===== src/rtl/spawn_arb_pkg.sv =====
// rtl/spawn_arb_pkg.sv - shared types, constants and round-robin search for the spawn stream arbiter
package spawn_arb_pkg;

    typedef enum logic {
        IDLE = 1'b0,
        BUSY = 1'b1
    } arb_state_t;

    localparam int DEST_W_DEFAULT = 5;
    localparam int RR_REQ_W       = 64;
    localparam int RR_IDX_W       = 6;

    // First set request at or above ptr, wrapping modulo n; n must not exceed RR_REQ_W.
    function automatic int rr_next(input logic [RR_REQ_W-1:0] req,
                                   input logic [RR_IDX_W-1:0] ptr,
                                   input int                  n);
        int   win;
        int   idx;
        logic found;
        win   = 0;
        found = 1'b0;
        for (int i = 0; i < RR_REQ_W; i++) begin
            idx = int'(ptr) + i;
            if (idx >= n) idx = idx - n;
            if (i < n && !found && req[idx[RR_IDX_W-1:0]]) begin
                found = 1'b1;
                win   = idx;
            end
        end
        return win;
    endfunction

endpackage


===== src/rtl/spawn_stream_arbiter_rr_arbiter.sv =====
// rtl/spawn_stream_arbiter_rr_arbiter.sv - combinational rotating-priority selector
module rr_arbiter
    import spawn_arb_pkg::*;
#(
    parameter int N     = 16,
    parameter int IDX_W = $clog2(N)
) (
    input  logic [N-1:0]     req,
    input  logic [IDX_W-1:0] ptr,
    output logic [IDX_W-1:0] idx,
    output logic             any_valid
);

    int win;

    always_comb begin
        win = rr_next(RR_REQ_W'(req), RR_IDX_W'(ptr), N);
    end

    assign idx       = IDX_W'(win);
    assign any_valid = |req;

endmodule


===== src/rtl/spawn_stream_arbiter.sv =====
// rtl/spawn_stream_arbiter.sv - packet-granular round-robin merge of accelerator spawn streams
// SPAWN_ARB_STATS_EN adds the pkt_count forwarded-packet counter port.
module spawn_stream_arbiter
    import spawn_arb_pkg::*;
#(
    parameter int MAX_ACCS = 16,
    parameter int TID_W    = $clog2(MAX_ACCS),
    parameter int DEST_W   = DEST_W_DEFAULT
) (
    input  logic                       aclk,
    input  logic                       ps_rst,
    input  logic [MAX_ACCS-1:0]        acc_tvalid,
    output logic [MAX_ACCS-1:0]        acc_tready,
    input  logic [64*MAX_ACCS-1:0]     acc_tdata,
    input  logic [DEST_W*MAX_ACCS-1:0] acc_tdest,
    input  logic [MAX_ACCS-1:0]        acc_tlast,
    output logic                       spawn_in_tvalid,
    input  logic                       spawn_in_tready,
    output logic [TID_W-1:0]           spawn_in_tid,
    output logic [DEST_W-1:0]          spawn_in_tdest,
    output logic [63:0]                spawn_in_tdata,
    output logic                       spawn_in_tlast
`ifdef SPAWN_ARB_STATS_EN
    ,
    output logic [31:0]                pkt_count
`endif
);

    arb_state_t         state_q, state_d;
    logic [TID_W-1:0]   grant_q, grant_d;
    logic [TID_W-1:0]   rr_ptr_q, rr_ptr_d;
    logic               tvalid_q, tvalid_d;
    logic [TID_W-1:0]   tid_q, tid_d;
    logic [DEST_W-1:0]  tdest_q, tdest_d;
    logic [63:0]        tdata_q, tdata_d;
    logic               tlast_q, tlast_d;

    logic [TID_W-1:0]   arb_idx;
    logic               arb_any;
    logic               slot_free;
    logic               accept;

    rr_arbiter #(
        .N     (MAX_ACCS),
        .IDX_W (TID_W)
    ) u_rr_arbiter (
        .req       (acc_tvalid),
        .ptr       (rr_ptr_q),
        .idx       (arb_idx),
        .any_valid (arb_any)
    );

    // Ready depends only on the output slot, never on acc_tvalid.
    assign slot_free = !tvalid_q || spawn_in_tready;
    assign accept    = (state_q == BUSY) && acc_tvalid[grant_q] && slot_free;

    always_comb begin
        acc_tready = '0;
        if (state_q == BUSY) acc_tready[grant_q] = slot_free;
    end

    always_comb begin
        state_d  = state_q;
        grant_d  = grant_q;
        rr_ptr_d = rr_ptr_q;
        tvalid_d = tvalid_q;
        tid_d    = tid_q;
        tdest_d  = tdest_q;
        tdata_d  = tdata_q;
        tlast_d  = tlast_q;

        if (tvalid_q && spawn_in_tready) tvalid_d = 1'b0;

        case (state_q)
            IDLE: begin
                if (arb_any) begin
                    grant_d = arb_idx;
                    state_d = BUSY;
                end
            end
            BUSY: begin
                if (accept) begin
                    tvalid_d = 1'b1;
                    tid_d    = grant_q;
                    tdata_d  = acc_tdata[64*int'(grant_q) +: 64];
                    tdest_d  = acc_tdest[DEST_W*int'(grant_q) +: DEST_W];
                    tlast_d  = acc_tlast[grant_q];
                    if (acc_tlast[grant_q]) begin
                        rr_ptr_d = (grant_q == TID_W'(MAX_ACCS-1)) ? '0 : grant_q + TID_W'(1);
                        state_d  = IDLE;
                    end
                end
            end
            default: state_d = IDLE;
        endcase
    end

    always_ff @(posedge aclk) begin
        if (ps_rst) begin
            state_q  <= IDLE;
            grant_q  <= '0;
            rr_ptr_q <= '0;
            tvalid_q <= 1'b0;
            tid_q    <= '0;
            tdest_q  <= '0;
            tdata_q  <= '0;
            tlast_q  <= 1'b0;
        end else begin
            state_q  <= state_d;
            grant_q  <= grant_d;
            rr_ptr_q <= rr_ptr_d;
            tvalid_q <= tvalid_d;
            tid_q    <= tid_d;
            tdest_q  <= tdest_d;
            tdata_q  <= tdata_d;
            tlast_q  <= tlast_d;
        end
    end

    assign spawn_in_tvalid = tvalid_q;
    assign spawn_in_tid    = tid_q;
    assign spawn_in_tdest  = tdest_q;
    assign spawn_in_tdata  = tdata_q;
    assign spawn_in_tlast  = tlast_q;

`ifdef SPAWN_ARB_STATS_EN
    logic [31:0] pkt_count_q, pkt_count_d;

    always_comb begin
        pkt_count_d = pkt_count_q;
        if (accept && acc_tlast[grant_q]) pkt_count_d = pkt_count_q + 32'd1;
    end

    always_ff @(posedge aclk) begin
        if (ps_rst) pkt_count_q <= '0;
        else        pkt_count_q <= pkt_count_d;
    end

    assign pkt_count = pkt_count_q;
`endif

endmodule


===== config.mk =====
export PLATFORM = sky130hd
export DESIGN_NAME = spawn_stream_arbiter
export DESIGN_NICKNAME = d
export VERILOG_FILES = /design/src/rtl/spawn_arb_pkg.sv /design/src/rtl/spawn_stream_arbiter_rr_arbiter.sv /design/src/rtl/spawn_stream_arbiter.sv
export SDC_FILE = /design/constraint.sdc
export NUM_CORES = 1
export LEC_CHECK = 0
export CAP_MARGIN = 20
export CORE_AREA = 2 2 476 478
export DETAILED_ROUTE_END_ITERATION = 10
export DIE_AREA = 0 0 478 480
export MAX_ROUTING_LAYER = met4
export SLEW_MARGIN = 5
export SYNTH_ARGS = -nofsm -noshare
export SYNTH_HDL_FRONTEND = slang
export SYNTH_HIERARCHICAL = 1
export SYNTH_SLANG_ARGS = --single-unit

===== constraint.sdc =====
create_clock -name aclk -period 7.7 [get_ports aclk]
set_input_delay 1.155 -clock aclk [delete_from_list [all_inputs] [get_ports aclk]]
set_output_delay 1.155 -clock aclk [all_outputs]
set_load 0.02 [all_outputs]

==> Slide: Implementation Results, run 1 <==
Flow Results at a Glance

Power and ir drop
  – Clock power share: 0.118
  – Final Power: 4410 uW
  – Sequential power share: 0.135
  – Sw Share: 0.483
  – Comb pwr share: 0.747
  – Peak VDD IR: 121 uV
  – Combinational Power: 3300 uW
  – Internal: 2280 uW

Floorplanning
  – Ports: 1230
  – FP Rows: 174
  – Die width: 478 microns

Place
  – Detailed-placement wirelength estimate: 152 mm

Critical path
  – Crit path max-delay family: multiplexers
  – Reg2Reg Depth: 13
  – Worst setup EP type: register
  – CP max FO: 18
  – CP most frequent cell: mux2i_1

Final timing
  – Final setup violating endpoints: 0
  – Maximum clock rate: 205 MHz
  – Least-Margin Pin Slew: 1110 ps
  – Final WS setup: 2820 ps
  – Fin crit period: 4880 ps
  – Final Hold Viols: 0
  – TNS Setup: 0 ps
  – Skew final: 30.0 ps
  – Final slew viol count: 0

Finish
  – Register area: 0.00169 sq mm
  – Signal buf overhead: 0.419
  – Layout cells sized above 1: 0.163
  – Largest class: buffers
  – Antenna Cells: 70
  – Layout Nets: 3593
  – Commonest Layout Cell: clkdlybuf4s50_1
  – Number of clock-tree buffers in the layout: 10
  – Inverters excl. clock: 13

Drt
  – Drt first pass iters: 7
  – DRC viols: 0
  – DRT iter0 DRCs: 1376

Global route
  – Largest net degree at the start of global routing: 89
  – Initial antenna violation count: 149
  – Vias in the first global route: 18891

Yosys
  – Share of the yosys chip area belonging to registers: 0.120
  – Yosys Instances: 1312
  – Unique cell types: 67
  – Logic family by area: multiplexers
  – Post-synth EDFFs: 0
  – Synth Flop Type: dfxtp_1
  – Xor+xnor area frac: 0.00561
  – Mean Syn Cell Area: 10.7 sq um
  – Mux share: 0.526
  – Post-synth top area share: 0.490
  – Simple Share, Synth: 0.110

CTS
  – Clock buffer count from CTS: 9
  – Post-CTS Resized: 0
  – # hold bufs at CTS: 0

Job
  – Maxcap violations: 0

Worst hold path
  – WHS Endpoint: spawn_in_tdata[30]$_SDFFE_PP0P_
  – Hold crit path type: reg -> reg

Run status
  – Status: finished, final reports clean
## run 1: metrics by stage
step	hold WS [ps]	cells
after floorplan	469	1312
after global routing	497	5487
after global placement	450	5418
after CTS	472	5435
final	468	5505
after detailed placement	461	5419
## run 1: registers in the layout, summed over array words and instances, names as in the netlist
register,count
spawn_in_tvalid,1
rr_ptr_q,4
state_q,1
spawn_in_tlast,1
spawn_in_tdest,5
spawn_in_tid,4
spawn_in_tdata,64
grant_q,4
## run 1: routing by layer
metal	vias up	part of all wire	GRT usage
met4	0	0.019	0.0288
met5	-	0	-
met2	1179	0.48	0.244
li1	7859	-	-
met3	158	0.096	0.0554
met1	9348	0.41	0.171
## run 1: synthesized netlist by cell type, types with 3 or more instances
| cell type | instances |
|---|---|
| mux2_2 | 11 |
| and2_1 | 6 |
| nor3_1 | 11 |
| xor2_1 | 3 |
| nor2_1 | 43 |
| buf_6 | 10 |
| o211ai_1 | 4 |
| nand2_1 | 102 |
| xnor2_1 | 6 |
| ha_1 | 16 |
| inv_1 | 12 |
| o21ai_1 | 15 |
| o22ai_1 | 5 |
| nor4_1 | 7 |
| nor2b_1 | 12 |
| mux2i_1 | 30 |
| a22oi_1 | 142 |
| nand2b_1 | 14 |
| clkbuf_1 | 69 |
| o2bb2ai_1 | 3 |
| buf_4 | 3 |
| mux2_1 | 7 |
| a21oi_1 | 90 |
| dfxtp_1 | 84 |
| mux4_2 | 306 |
| and3_1 | 3 |
| buf_2 | 59 |
| or4_1 | 4 |
| nand4_1 | 8 |
| o31ai_1 | 3 |
| nand3_1 | 85 |
| o21ai_0 | 70 |
| a31oi_1 | 5 |
| buf_1 | 14 |
### Metal 3, run 1

Scale: 1 px per micron.
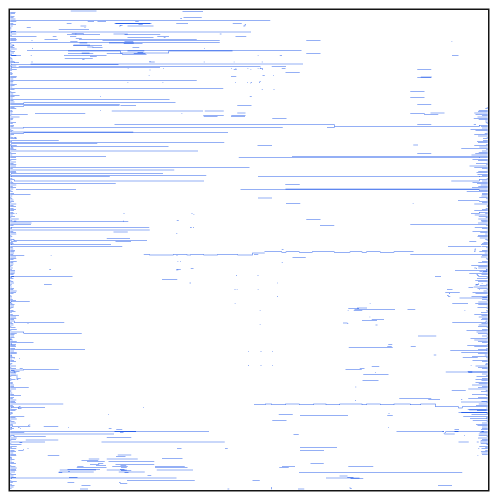
- nets with wire on the layer: 813
- main direction: horizontal
- share of all routed wire: 9.6%
- longest straight run: 274 microns
- wire length on this layer: 16400 microns
Routed WL: 171 mm
GR Layer Usage met3: 0.0554

### Congestion heat map, run 1

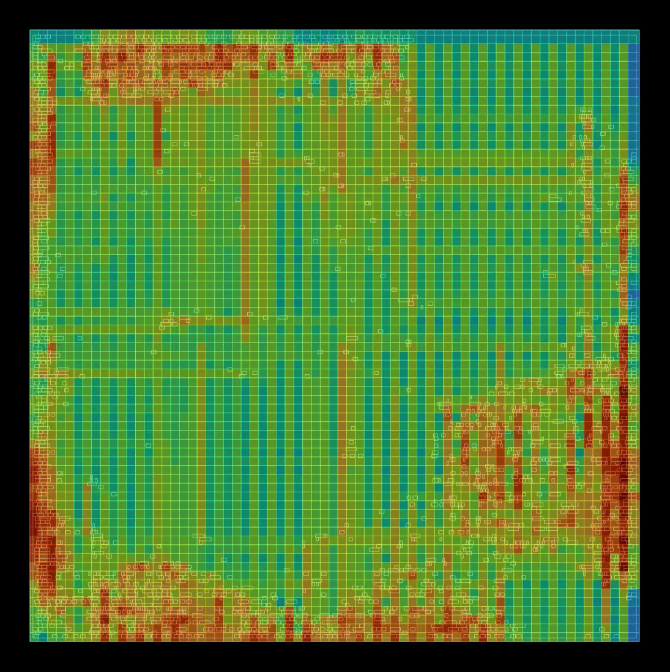
Global Route Usage Sum: 0.148
busiest grt layer: met2
wire per inst: 31.1 microns
met1 usage: 0.171

### Cell classes on the final placement, run 1

Scale: 1 px per micron. Fill, decap, tap and diode cells in gray.
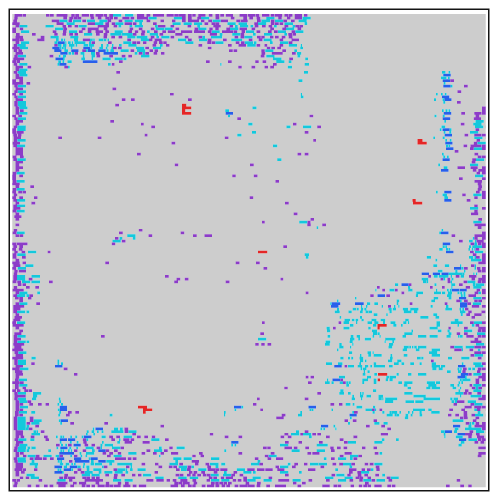
- blue: sequential cells (cells 84; share of their area 6.4%)
- red: clock drivers and dummy loads (cells 16; share of their area 1.1%)
- purple: remaining buffers and delay cells (cells 1272; share of their area 48%)
- cyan: combinational and other logic (cells 1071; share of their area 44%)
Core Box Area: 0.224 sq mm
design area: 0.0302 sq mm

--- run 2 (diff from run 1) ---
==> constraint.sdc (replaced) <==
create_clock -name aclk -period 4.6 [get_ports aclk]
set_input_delay 0.69 -clock aclk [delete_from_list [all_inputs] [get_ports aclk]]
set_output_delay 0.69 -clock aclk [all_outputs]
set_load 0.02 [all_outputs]
### Congestion heat map, run 2

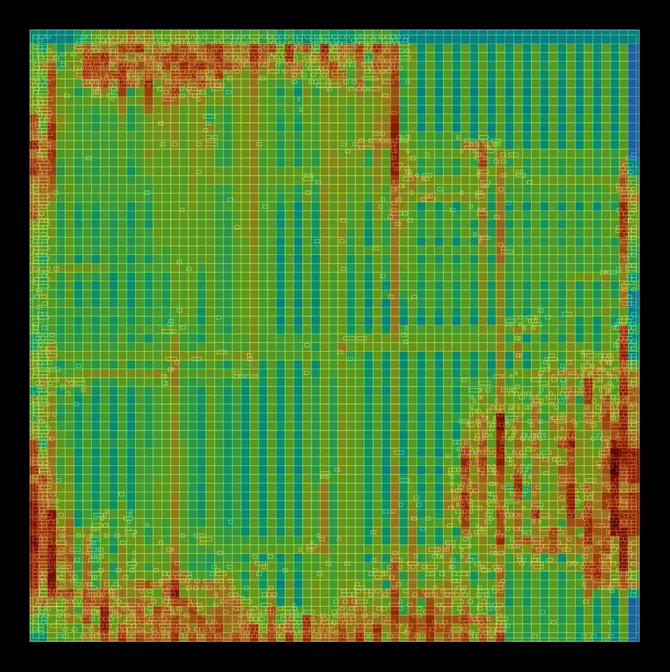
wire per inst: 31.2 microns
met1 usage: 0.168
grt met2 use: 0.246
post-layout util: 0.139
Global Route Usage Sum: 0.150

==> run 2 against run 1 <==
Compared with the run above: non-clock buffer count increased by 89; area after synthesis unchanged; wire length increased by 1.7%; core utilization increased by 0.40 points; clock power increased by 93%; critical endpoint unchanged.
==> Slide: Implementation Results, run 2 <==
Flow Results at a Glance

Drt
  – DRC viols: 0
  – Met3 Wirelength: 17.7 mm
  – Drt first pass iters: 5
  – Routed WL: 174 mm
  – Metal1 wirelength: 68.5 mm
  – DRT iter0 DRCs: 1642

CTS
  – Post-CTS Resized: 0
  – Post-CTS Setup Inserts: 0
  – Clock buffer count from CTS: 9
  – # hold bufs at CTS: 0

Final timing
  – Final WS setup: 547 ps
  – Final Hold Viols: 0
  – Final hold slack: 471 ps
  – Final slew viol count: 0
  – Fin crit period: 4050 ps
  – Skew final: 23.8 ps
  – Final setup violating endpoints: 0

Finish
  – Layout Nets: 3682
  – Commonest Layout Cell: clkdlybuf4s50_1
  – Number of flip-flops under the largest register name: 64

Floorplanning
  – FP Rows: 174
  – Die width: 478 microns
  – Ports: 1230

Yosys
  – Share of the yosys chip area belonging to registers: 0.120
  – Yosys Instances: 1312
  – Top cells by count, synth: mux4_2, a22oi_1, nand2_1
  – Synth Flop Type: dfxtp_1
  – Post-synth top area share: 0.490

Critical path
  – Worst setup EP type: register
  – Crit path required time: 4990 ps
  – Reg2Reg Depth: 13
  – Crit path max-delay family: multiplexers

Global route
  – Vias in the first global route: 19189
  – Largest net degree at the start of global routing: 89
  – Initial antenna violation count: 137

Worst hold path
  – WHS Endpoint: spawn_in_tdata[38]$_SDFFE_PP0P_

Power and ir drop
  – Internal: 4090 uW
  – Sw Share: 0.471
  – Combinational Power: 5740 uW
  – Comb pwr share: 0.742
  – Sequential power share: 0.128
  – Peak VDD IR: 197 uV

Job
  – Maxcap violations: 0

Run status
  – Status: finished, final reports clean
[run 2: cell counts after synthesis]
No cell type changed its count.
[run 2: metrics by stage]
step                utilization  instance area [sq um]  cells  total power [uW]
finish                    0.139                  31100   5590              7740
detailed placement        0.137                  30600   5508              6870
floorplan                     -                  14100   1312              3610
CTS                       0.138                  30900   5524              7960
global placement          0.137                  30600   5508              6880
global route              0.139                  31100   5580              8170
[run 2: worst max-delay path by stage]
stage | start | to | slack, ps
floorplan | rr_ptr_q[1]$_SDFFE_PP0P_ | grant_q[2]$_SDFFE_PP0P_ | 270
global placement | acc_tvalid[2] | grant_q[3]$_SDFFE_PP0P_ | 200
detailed placement | acc_tvalid[2] | grant_q[3]$_SDFFE_PP0P_ | 200
CTS | rr_ptr_q[0]$_SDFFE_PP0P_ | grant_q[3]$_SDFFE_PP0P_ | 530
global route | rr_ptr_q[0]$_SDFFE_PP0P_ | grant_q[2]$_SDFFE_PP0P_ | 400
finish | rr_ptr_q[0]$_SDFFE_PP0P_ | grant_q[3]$_SDFFE_PP0P_ | 550
[run 2: kinds of logic (layout without fill, tap and decap cells)]
family,count (synthesis),in the layout,synth area share
other,0,66,0
XOR/XNOR,9,9,0.00561
AND/OR/NAND/NOR,313,313,0.110
flip-flops,84,84,0.120
multiplexers,354,354,0.526
buffers and inverters,170,1390,0.0570
adder cells (fa/ha/maj),16,16,0.0142
AND-OR/OR-AND,366,366,0.167
[run 2: layout make-up]
type,count,share of cell area
Multi-Input combinational cell,1058,0.373
Inverter,13,0.00157
Timing Repair Buffer,1361,0.435
Antenna cell,66,0.00531
Tap cell,2992,0.120
Clock buffer,10,0.00736
Sequential cell,84,0.0543
Clock inverter,6,0.00310
Power and IR drop assume default switching activity.
